**Gate families picked out**

Drawn at 6 px/um.
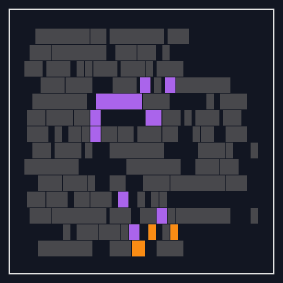
**Power grid**

Drawn at 8 px/um. Pins as bars on the die edge.
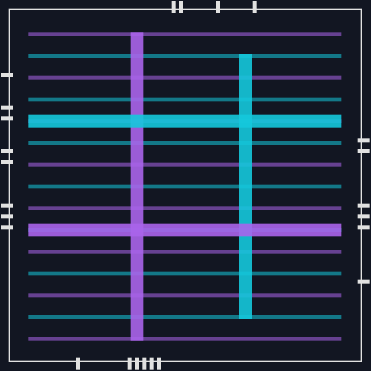
**Routed metal, one color a layer**

Drawn at 12 px/um.
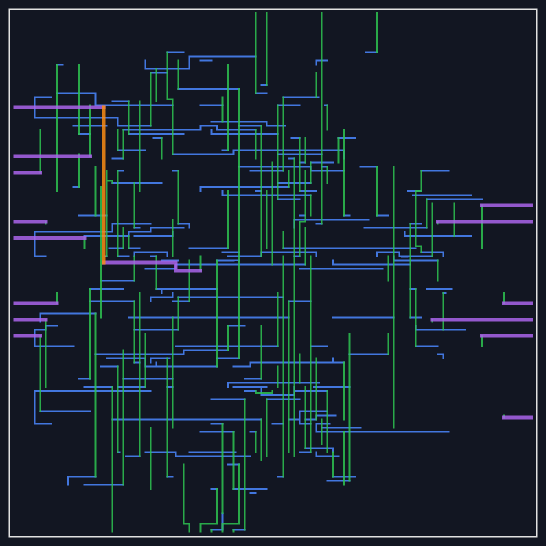
**Routed clock nets over the placement**

Drawn at 6 px/um.
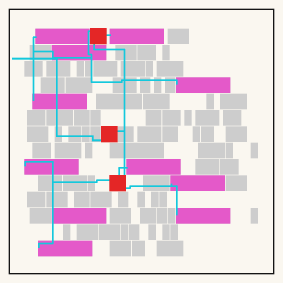
$ cat config.mk
export PLATFORM = sky130hd
export DESIGN_NAME = max_stream
export DESIGN_NICKNAME = d
export VERILOG_FILES = /design/src/rtl/max_stream.sv
export SDC_FILE = /design/constraint.sdc
export NUM_CORES = 1
export LEC_CHECK = 0
export CAP_MARGIN = 20
export CORE_MARGIN = 2
export CORE_UTILIZATION = 43
export DETAILED_ROUTE_END_ITERATION = 16
export HOLD_SLACK_MARGIN = 0.12
export PLACE_DENSITY = 0.77
export SETUP_SLACK_MARGIN = 0.4
export SYNTH_ARGS = -nofsm -noshare
export SYNTH_HDL_FRONTEND = slang
export SYNTH_SLANG_ARGS = --single-unit
$ cat constraint.sdc
create_clock -name clk -period 2.61 [get_ports clk]
set_clock_uncertainty 0.2 [all_clocks]
set_input_delay 0.3915 -clock clk [delete_from_list [all_inputs] [get_ports clk]]
set_output_delay 0.3915 -clock clk [all_outputs]
set_load 0.01 [all_outputs]
$ cat src/rtl/max_stream.sv
// -----------------------------------------------------------------------------
// max_stream
//   Streaming frame-maximum reducer. Unsigned samples arrive on a valid/ready
//   input stream. They are grouped into frames of FRAME_LEN samples. The
//   largest value of each completed frame is then offered on a valid/ready
//   output stream, together with its 0-based position if that is enabled.
//
//   Optional feature macro: MAX_STREAM_ARGMAX_EN
//     defined   : the run_idx tracker is built and out_idx reports the position
//                 of the maximum. Ties resolve to the earliest sample.
//     undefined : the run_idx tracker is omitted and out_idx is tied to 0.
//
// Ports
//   clk        in   rising-edge clock
//   rst_n      in   asynchronous active-low reset
//   in_valid   in   in_data holds a sample
//   in_ready   out  a sample can be accepted this cycle (state ACC only)
//   in_data    in   [WIDTH-1:0] unsigned sample
//   out_valid  out  a frame result is presented (state OUT only)
//   out_ready  in   the consumer takes the result this cycle
//   out_max    out  [WIDTH-1:0] maximum of the completed frame
//   out_idx    out  [IDX_W-1:0] position of that maximum within the frame
// -----------------------------------------------------------------------------
module max_stream #(
  parameter  int WIDTH     = 8,
  parameter  int FRAME_LEN = 4,
  localparam int IDX_W     = $clog2(FRAME_LEN)
) (
  input  logic             clk,
  input  logic             rst_n,
  input  logic             in_valid,
  output logic             in_ready,
  input  logic [WIDTH-1:0] in_data,
  output logic             out_valid,
  input  logic             out_ready,
  output logic [WIDTH-1:0] out_max,
  output logic [IDX_W-1:0] out_idx
);

  typedef enum logic {
    ACC = 1'b0,
    OUT = 1'b1
  } state_e;

  localparam logic [IDX_W-1:0] LAST_CNT = IDX_W'(FRAME_LEN - 1);

  state_e           state_q, state_d;
  logic [IDX_W-1:0] cnt_q, cnt_d;
  logic [WIDTH-1:0] run_max_q, run_max_d;

  logic accept;
  logic first;
  logic take;

  assign accept = in_valid && (state_q == ACC);
  assign first  = (cnt_q == '0);
  // The first sample of a frame always loads, so no stale maximum survives
  // from the previous frame. After that, only a strictly larger sample
  // replaces the current maximum, which keeps the earliest position on ties.
  assign take   = accept && (first || (in_data > run_max_q));

  // ---------------------------------------------------------------------------
  // FSM next state and handshake outputs.
  // in_ready depends only on the state, so there is no path from out_ready.
  // ---------------------------------------------------------------------------
  always_comb begin
    state_d   = state_q;
    cnt_d     = cnt_q;
    run_max_d = run_max_q;
    in_ready  = 1'b0;
    out_valid = 1'b0;
    case (state_q)
      ACC: begin
        in_ready = 1'b1;
        if (take) run_max_d = in_data;
        if (accept) begin
          if (cnt_q == LAST_CNT) begin
            cnt_d   = '0;
            state_d = OUT;
          end else begin
            cnt_d = cnt_q + 1'b1;
          end
        end
      end
      OUT: begin
        out_valid = 1'b1;
        if (out_ready) state_d = ACC;
      end
      default: state_d = ACC;
    endcase
  end

  always_ff @(posedge clk or negedge rst_n) begin
    if (!rst_n) begin
      state_q   <= ACC;
      cnt_q     <= '0;
      run_max_q <= '0;
    end else begin
      state_q   <= state_d;
      cnt_q     <= cnt_d;
      run_max_q <= run_max_d;
    end
  end

  // The result registers are only written while in ACC, so they hold
  // steady for the whole time OUT waits for out_ready.
  assign out_max = run_max_q;

`ifdef MAX_STREAM_ARGMAX_EN
  logic [IDX_W-1:0] run_idx_q, run_idx_d;

  always_comb begin
    run_idx_d = run_idx_q;
    if (take) run_idx_d = first ? '0 : cnt_q;
  end

  always_ff @(posedge clk or negedge rst_n) begin
    if (!rst_n) run_idx_q <= '0;
    else        run_idx_q <= run_idx_d;
  end

  assign out_idx = run_idx_q;
`else
  assign out_idx = '0;
`endif

endmodule

==> results.yml <==
# physical design summary
final_layout:
  largestClassByArea: "combinational gates"
  layout-drive-gt1-share_pct: 19.8
  flop_area_sq_um: 275
  seq_cells: 11
clock_network:
  cts_htree_levels: 1
  post_cts_buffers: 0
timing:
  tightest_slew_ps: 498
  fmax_mhz: 465
critical_path:
  cp-startpoint: "out_max[6]"
  rr_endpoint: "out_max[7]"
  cp_top_family: "AND-OR/OR-AND gates"
  path_buffers: 2
logic_synthesis:
  synth-seq-cells: 11
  yosys.area_share.simple_pct: 7.71
  ys_seq_share_pct: 40.4
  ys_chip_area_sq_um: 682
power_and_ir_drop:
  comb_power_share_pct: 59.6
floorplan:
  fp_util_pct: 45.8
  die-area_sq_mm: 0.00192
global_routing:
  overflow: 0
outcome:
  status: "finished clean"
## Picture notes: 'gate families picked out'
Orange is NOR gates, cells 3. Purple is inverting AOI/OAI gates, cells 9.
Comb/total area: 37.1%
most frequent logic cell in the layout: clkdlybuf4s50_1
fin cells: 112

## Picture notes: 'power grid'
Cyan is VDD. Purple is VSS.
15 met1 rails follow the rows. 2 straps on met5. 24 signal pins sit on the boundary. 2 straps on met4.
DIE WIDTH: 43.8 um
core area: 0.00149 sq mm
Worst VDD drop: 601 uV
Die H: 43.8 um

## Picture notes: 'routed metal, one color a layer'
Orange is met4, wire length 12.9 um. Blue is met1, wire length 559 um. Green is met2, wire length 638 um. Purple is met3, wire length 69.4 um.
Vias: 537
GRT Util Overall: 14.7%
Total Wirelength: 1280 um
WL/cell: 11.4 um

## Picture notes: 'routed clock nets over the placement'
Magenta is flip-flops, count 11. Cyan is clock wires, length 163 um. Red is cells driving clock nets, count 3.
There are 4 routed clock nets.
clock group power: 116 uW
Latency at later pin: 260 ps

[stage by stage]
step / hold slack, ps / std cells / worst slack (ps) / total power (uW) / cell area [sq um]
2_1_floorplan: -104 / 67 / 495 / 647 / 686
3_3_place_gp: 312 / 106 / -29.7 / 902 / 931
3_5_place_dp: 326 / 106 / -83.8 / 916 / 931
4_1_cts: 279 / 110 / 464 / 1050 / 963
5_1_grt: 287 / 112 / 375 / 1170 / 978
6_report: 257 / 112 / 458 / 1070 / 978
[layer usage]
| layer | vias up | global-route usage (%) | share of wire [%] |
|---|---|---|---|
| met4 | 0 | 9.09 | 0.94 |
| met3 | 2 | 2.50 | 5.4 |
| met5 | - | 0 | 0 |
| met1 | 243 | 18.8 | 44 |
| li1 | 278 | - | - |
| met2 | 14 | 22.9 | 50 |
No activity file was given, so power comes from the tool's default toggle rates.
